<file path="config.mk">
export PLATFORM = sky130hd
export DESIGN_NAME = aes_spi_master
export DESIGN_NICKNAME = d
export VERILOG_FILES = /design/src/rtl/aes_spi_master.sv
export SDC_FILE = /design/constraint.sdc
export NUM_CORES = 1
export LEC_CHECK = 0
export CAP_MARGIN = 10
export CORE_MARGIN = 1.5
export CORE_UTILIZATION = 50
export CTS_CLUSTER_SIZE = 8
export DETAILED_ROUTE_END_ITERATION = 10
export PLACE_DENSITY = 0.77
export SLEW_MARGIN = 10
export SYNTH_ARGS = -nofsm -noshare
export SYNTH_HDL_FRONTEND = slang
export SYNTH_SLANG_ARGS = --single-unit
</file>
<file path="constraint.sdc">
create_clock -name clk -period 3.2 [get_ports clk]
set_input_delay 0.64 -clock clk [delete_from_list [all_inputs] [get_ports clk]]
set_output_delay 0.64 -clock clk [all_outputs]
set_load 0.01 [all_outputs]
</file>
<file path="src/rtl/aes_spi_master.sv">
// Host-side serial driver for the aes accelerator: shifts {plaintext, key} out on sck/sdi,
// waits for done, then collects 128 ciphertext bits from sdo into a parallel word.
module aes_spi_master #(
  parameter int K      = 128,
  parameter int CLKDIV = 2
) (
  input  logic         clk,
  input  logic         reset,
  input  logic         start,
  input  logic [K-1:0] key,
  input  logic [127:0] plaintext,
  output logic         busy,
  output logic         valid,
  output logic [127:0] cyphertext,
  output logic         sck,
  output logic         sdi,
  output logic         load,
  input  logic         sdo,
  input  logic         done
);

  localparam int NBITS = K + 128;

  localparam logic [1:0] IDLE      = 2'd0;
  localparam logic [1:0] SHIFT_IN  = 2'd1;
  localparam logic [1:0] WAIT_DONE = 2'd2;
  localparam logic [1:0] SHIFT_OUT = 2'd3;

  localparam logic [15:0] HALF_END   = 16'(CLKDIV - 1);
  localparam logic [15:0] PERIOD_END = 16'(2 * CLKDIV - 1);
  localparam logic [8:0]  LAST_IN    = 9'(NBITS - 1);
  localparam logic [8:0]  LAST_OUT   = 9'd127;

  logic [1:0]       state;
  logic [15:0]      phase_cnt;
  logic [8:0]       bit_cnt;
  logic [NBITS-2:0] in_shift;
  logic [126:0]     out_shift;
  logic [1:0]       done_sync;
  logic             rise_now;
  logic             fall_now;

  // Each bit period is CLKDIV cycles low followed by CLKDIV cycles high.
  assign rise_now = (phase_cnt == HALF_END);
  assign fall_now = (phase_cnt == PERIOD_END);

  // done comes from another clock domain, so it is only trusted after two flops.
  always_ff @(posedge clk or negedge reset) begin
    if (!reset) begin
      done_sync <= 2'b00;
    end else begin
      done_sync <= {done_sync[0], done};
    end
  end

  // The current sdi bit lives in the sdi flop itself, so in_shift only holds the bits still to come.
  always_ff @(posedge clk or negedge reset) begin
    if (!reset) begin
      state      <= IDLE;
      phase_cnt  <= 16'd0;
      bit_cnt    <= 9'd0;
      in_shift   <= '0;
      out_shift  <= '0;
      sck        <= 1'b0;
      sdi        <= 1'b0;
      load       <= 1'b0;
      busy       <= 1'b0;
      valid      <= 1'b0;
      cyphertext <= '0;
    end else begin
      valid <= 1'b0;
      case (state)
        IDLE: begin
          if (start) begin
            in_shift  <= {plaintext[126:0], key};
            sdi       <= plaintext[127];
            load      <= 1'b1;
            busy      <= 1'b1;
            phase_cnt <= 16'd0;
            bit_cnt   <= 9'd0;
            state     <= SHIFT_IN;
          end
        end

        SHIFT_IN: begin
          if (fall_now) begin
            sck       <= 1'b0;
            phase_cnt <= 16'd0;
            if (bit_cnt == LAST_IN) begin
              load    <= 1'b0;
              sdi     <= 1'b0;
              bit_cnt <= 9'd0;
              state   <= WAIT_DONE;
            end else begin
              sdi      <= in_shift[NBITS-2];
              in_shift <= {in_shift[NBITS-3:0], 1'b0};
              bit_cnt  <= bit_cnt + 9'd1;
            end
          end else begin
            if (rise_now) begin
              sck <= 1'b1;
            end
            phase_cnt <= phase_cnt + 16'd1;
          end
        end

        WAIT_DONE: begin
          if (done_sync[1]) begin
            phase_cnt <= 16'd0;
            bit_cnt   <= 9'd0;
            state     <= SHIFT_OUT;
          end
        end

        SHIFT_OUT: begin
          // sdo is taken on the edge that ends each high phase, after the slave had a full high phase to settle.
          if (fall_now) begin
            sck       <= 1'b0;
            phase_cnt <= 16'd0;
            out_shift <= {out_shift[125:0], sdo};
            if (bit_cnt == LAST_OUT) begin
              cyphertext <= {out_shift, sdo};
              valid      <= 1'b1;
              busy       <= 1'b0;
              bit_cnt    <= 9'd0;
              state      <= IDLE;
            end else begin
              bit_cnt <= bit_cnt + 9'd1;
            end
          end else begin
            if (rise_now) begin
              sck <= 1'b1;
            end
            phase_cnt <= phase_cnt + 16'd1;
          end
        end

        default: begin
          state <= IDLE;
        end
      endcase
    end
  end

endmodule
</file>
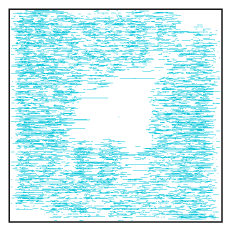
*Met1 routing*
Drawn at 1 px/µm.
longest straight run: 40.5 µm
nets with wire on the layer: 2,481
wire length on this layer: 23.6 mm
main direction: horizontal

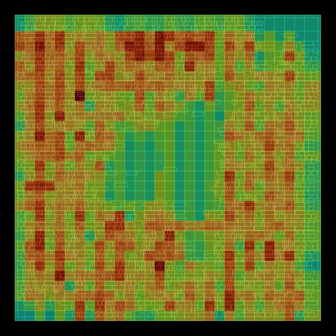
*Routing congestion*
GRT busiest layer: met2
met3 demand-to-capacity share in global routing: 7.31%
detailed-route wire length per cell: 18.2 µm

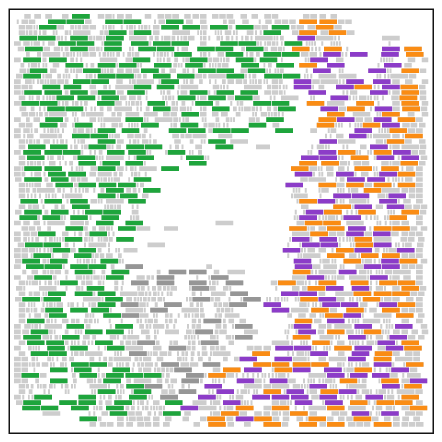
*Sequential cells colored by netlist name*
Drawn at 2 px/µm.
| signal | color | flops |
|---|---|---|
| `out_shift` | purple | 127 |
| `in_shift` | green | 255 |
| `cyphertext` | orange | 128 |
not colored: 34

==> out/qor.tcl <==
set qor(boundaryPins) 394
set qor(sequential_area_mm2) 0.0136
set qor(n_clock_buffer) 79
set qor(placementRows) 76
set qor(ys_seq_elements) 544
set qor(clockPowerShare_pct) 49.0
set qor(timing.hold.ws_ps) 31.9
set qor(most-common-layout-cells) {sky130_fd_sc_hd__dfrtp_1 (544), sky130_fd_sc_hd__nor2_1 (529), sky130_fd_sc_hd__nand2_1 (403)}
set qor(slowest_stage) {sky130_fd_sc_hd__nand3_4}
set qor(finalNetCount) 2793
set qor(grt_overflow) 0
set qor(post-route-min-period_ps) 2980
set qor(diodes) 6
set qor(syn_to_final_growth_pct) 31.3
set qor(grt_max_degree) 128
set qor(die_x_um) 211
set qor(seq_share_pct) 47.8
set qor(placedInstanceArea_mm2) 0.0264
set qor(nonClockBufferCount) 450
set qor(max_slew_margin_pct) 52.2
set qor(critPathMaxStageDelay_ps) 430
set qor(mappedNetlistNets) 2396
set qor(power.ir.vdd_worst_mv) 0.338
set qor(setup.worst_path.class) {register to register}
set qor(die_h_um) 211
set qor(data_required_time_of_the_critical_path_ps) 3660
set qor(clk_pin_slew_worst_paths_ps) 50
set qor(internal_power_w) 0.0115
set qor(fp_util_pct) 50.6
set qor(crit_path_arrival_time_ps) 3440
set qor(first_pass_iters) 5
set qor(final_cell_count_no_fill) 3119
set qor(critical-path-top-delay-family) {simple AND/OR/NAND/NOR gates}
set qor(comb_share_pct) 26.2
set qor(post-cts-setup-buffers) 0
set qor(route.vias.total) 17237
set qor(port_buffers) 393
set qor(remaining_drc_errors) 0
set qor(utilization_after_layout_pct) 66.4
set qor(final_layout_size_suffix_gt1_share_pct) 6.05
set qor(synthFlopType) {sky130_fd_sc_hd__dfrtp_1}
set qor(seq_area_frac_synth_pct) 62.8
set qor(ctsHtreeMaxLevel) 3
set qor(chip_area_mm2) 0.0446
set qor(grt_pass1_wl_mm) 91.6
set qor(synth.avg_cell_area_um2) 10.2
set qor(regToRegStartpoint) {bit_cnt[0]}
set qor(area_share_nonclk_buffers_pct) 16.2
set qor(cts_buffers) 77
set qor(yosysChipArea_mm2) 0.0217
set qor(slew_violations) 0
set qor(switchingPower_w) 0.00300
set qor(ys_warn_count) 0
set qor(pg_clk_w) 0.00710
set qor(max_clock_skew_ps) 22.1
set qor(sequentialPower_w) 0.00690
set qor(reg2reg_depth) 12
set qor(drv.max_cap_violation_count) 0
set qor(stage_log_warnings) 34
set qor(preCtsSetupSlack_ps) 304
set qor(comb_power_share_pct) 3.5
set qor(timing.reg2reg.setup_slack_ps) 220
set qor(cts_resized) 0
set qor(hold_path_class) {input pin to async pin}
set qor(worstSetupStartpointType) {register}
set qor(run_status) {completed}
set qor(seq_power_share_pct) 47.5
set qor(tritoncts) {built}
set qor(worstMarginPinSlew_ps) 717
set qor(cp-end-kind) {register}
set qor(timing.final.hold_violations) 0
set qor(nonClockInverterCount) 11
set qor(buffer_depth_of_the_longest_clock_path) 3
set qor(post_cts_hold_buffer_count) 0
set qor(synth.distinct_cells) 46
set qor(cp_num_cells) 12
set qor(logic_gate_count) 1439
set qor(layout_worst_path_cycle_share_pct) 93.2
set qor(place_congestion) 0.847
set qor(final_critical_path_setup_slack_ps) 218
set qor(achievable-frequency_mhz) 335
set qor(powerDensity_mw_per_mm2) 510
set qor(initialDrtViolationCount) 1467
set qor(critical_path.cell_chain) {ha_1 -> nand3_1 -> nor2_1 -> nand3_1 -> inv_1 -> ha_1 -> nor2b_1 -> nand3_4 -> buf_12 -> buf_12 -> o22ai_1 -> nor2_1}
set qor(flops) 544
set qor(enable_flop_cells) 0
set qor(worstSkewPairLatency_ps) 590
set qor(nWellTaps) 585
set qor(vias_per_cell) 5.53
set qor(antenna_violations_before_repair) 12
set qor(setup_viol) 0
set qor(final_layout_top_logic_cell) {sky130_fd_sc_hd__dfrtp_1}
set qor(clk_share_pct) 7.10
set qor(gr-usage-all-layers_pct) 25.9
[cells in the mapped netlist, types with 6 or more instances]
library cell | count | share of area (%)
sky130_fd_sc_hd__clkbuf_1 | 61 | 1.1
sky130_fd_sc_hd__o21ai_0 | 16 | 0.37
sky130_fd_sc_hd__nand4_1 | 7 | 0.20
sky130_fd_sc_hd__inv_1 | 11 | 0.19
sky130_fd_sc_hd__dfrtp_1 | 544 | 63
sky130_fd_sc_hd__nor2_1 | 529 | 9.2
sky130_fd_sc_hd__buf_1 | 37 | 0.64
sky130_fd_sc_hd__mux2_1 | 128 | 6.6
sky130_fd_sc_hd__o22ai_1 | 256 | 7.4
sky130_fd_sc_hd__nand2_1 | 405 | 7.0
sky130_fd_sc_hd__buf_2 | 20 | 0.46
sky130_fd_sc_hd__xor2_1 | 7 | 0.28
sky130_fd_sc_hd__a21oi_1 | 6 | 0.14
sky130_fd_sc_hd__ha_1 | 9 | 0.52
sky130_fd_sc_hd__nand3_1 | 15 | 0.35
sky130_fd_sc_hd__buf_6 | 11 | 0.57
[cell families (layout without fill, tap and decap cells)]
kind of cell	after synthesis	count (layout)	share of synthesized area (%)
and+or+nand+nor	991	991	17.9
DFF	544	544	62.8
AOI/OAI and AO/OA	301	301	8.66
buffers and inverters	143	545	3.06
muxes	130	130	6.74
adders and majority gates	9	9	0.519
xor gates and xnor gates	8	8	0.323
other	0	6	0
[flip-flops by register name (all words and copies together), names as in the netlist, 2 cells and up]
signal and count:
state 2, bit_cnt 9, out_shift 127, phase_cnt 16, done_sync 2, in_shift 255, cyphertext 128
[metal layers]
metal / track usage [%] / part of all wire [%] / vias to the layer above
met5: 0 / 0.18 / -
met4: 8.47 / 2.6 / 14
met3: 7.31 / 7.9 / 113
met2: 41.1 / 48 / 671
met1: 34.4 / 41 / 8534
li1: - / - / 7905
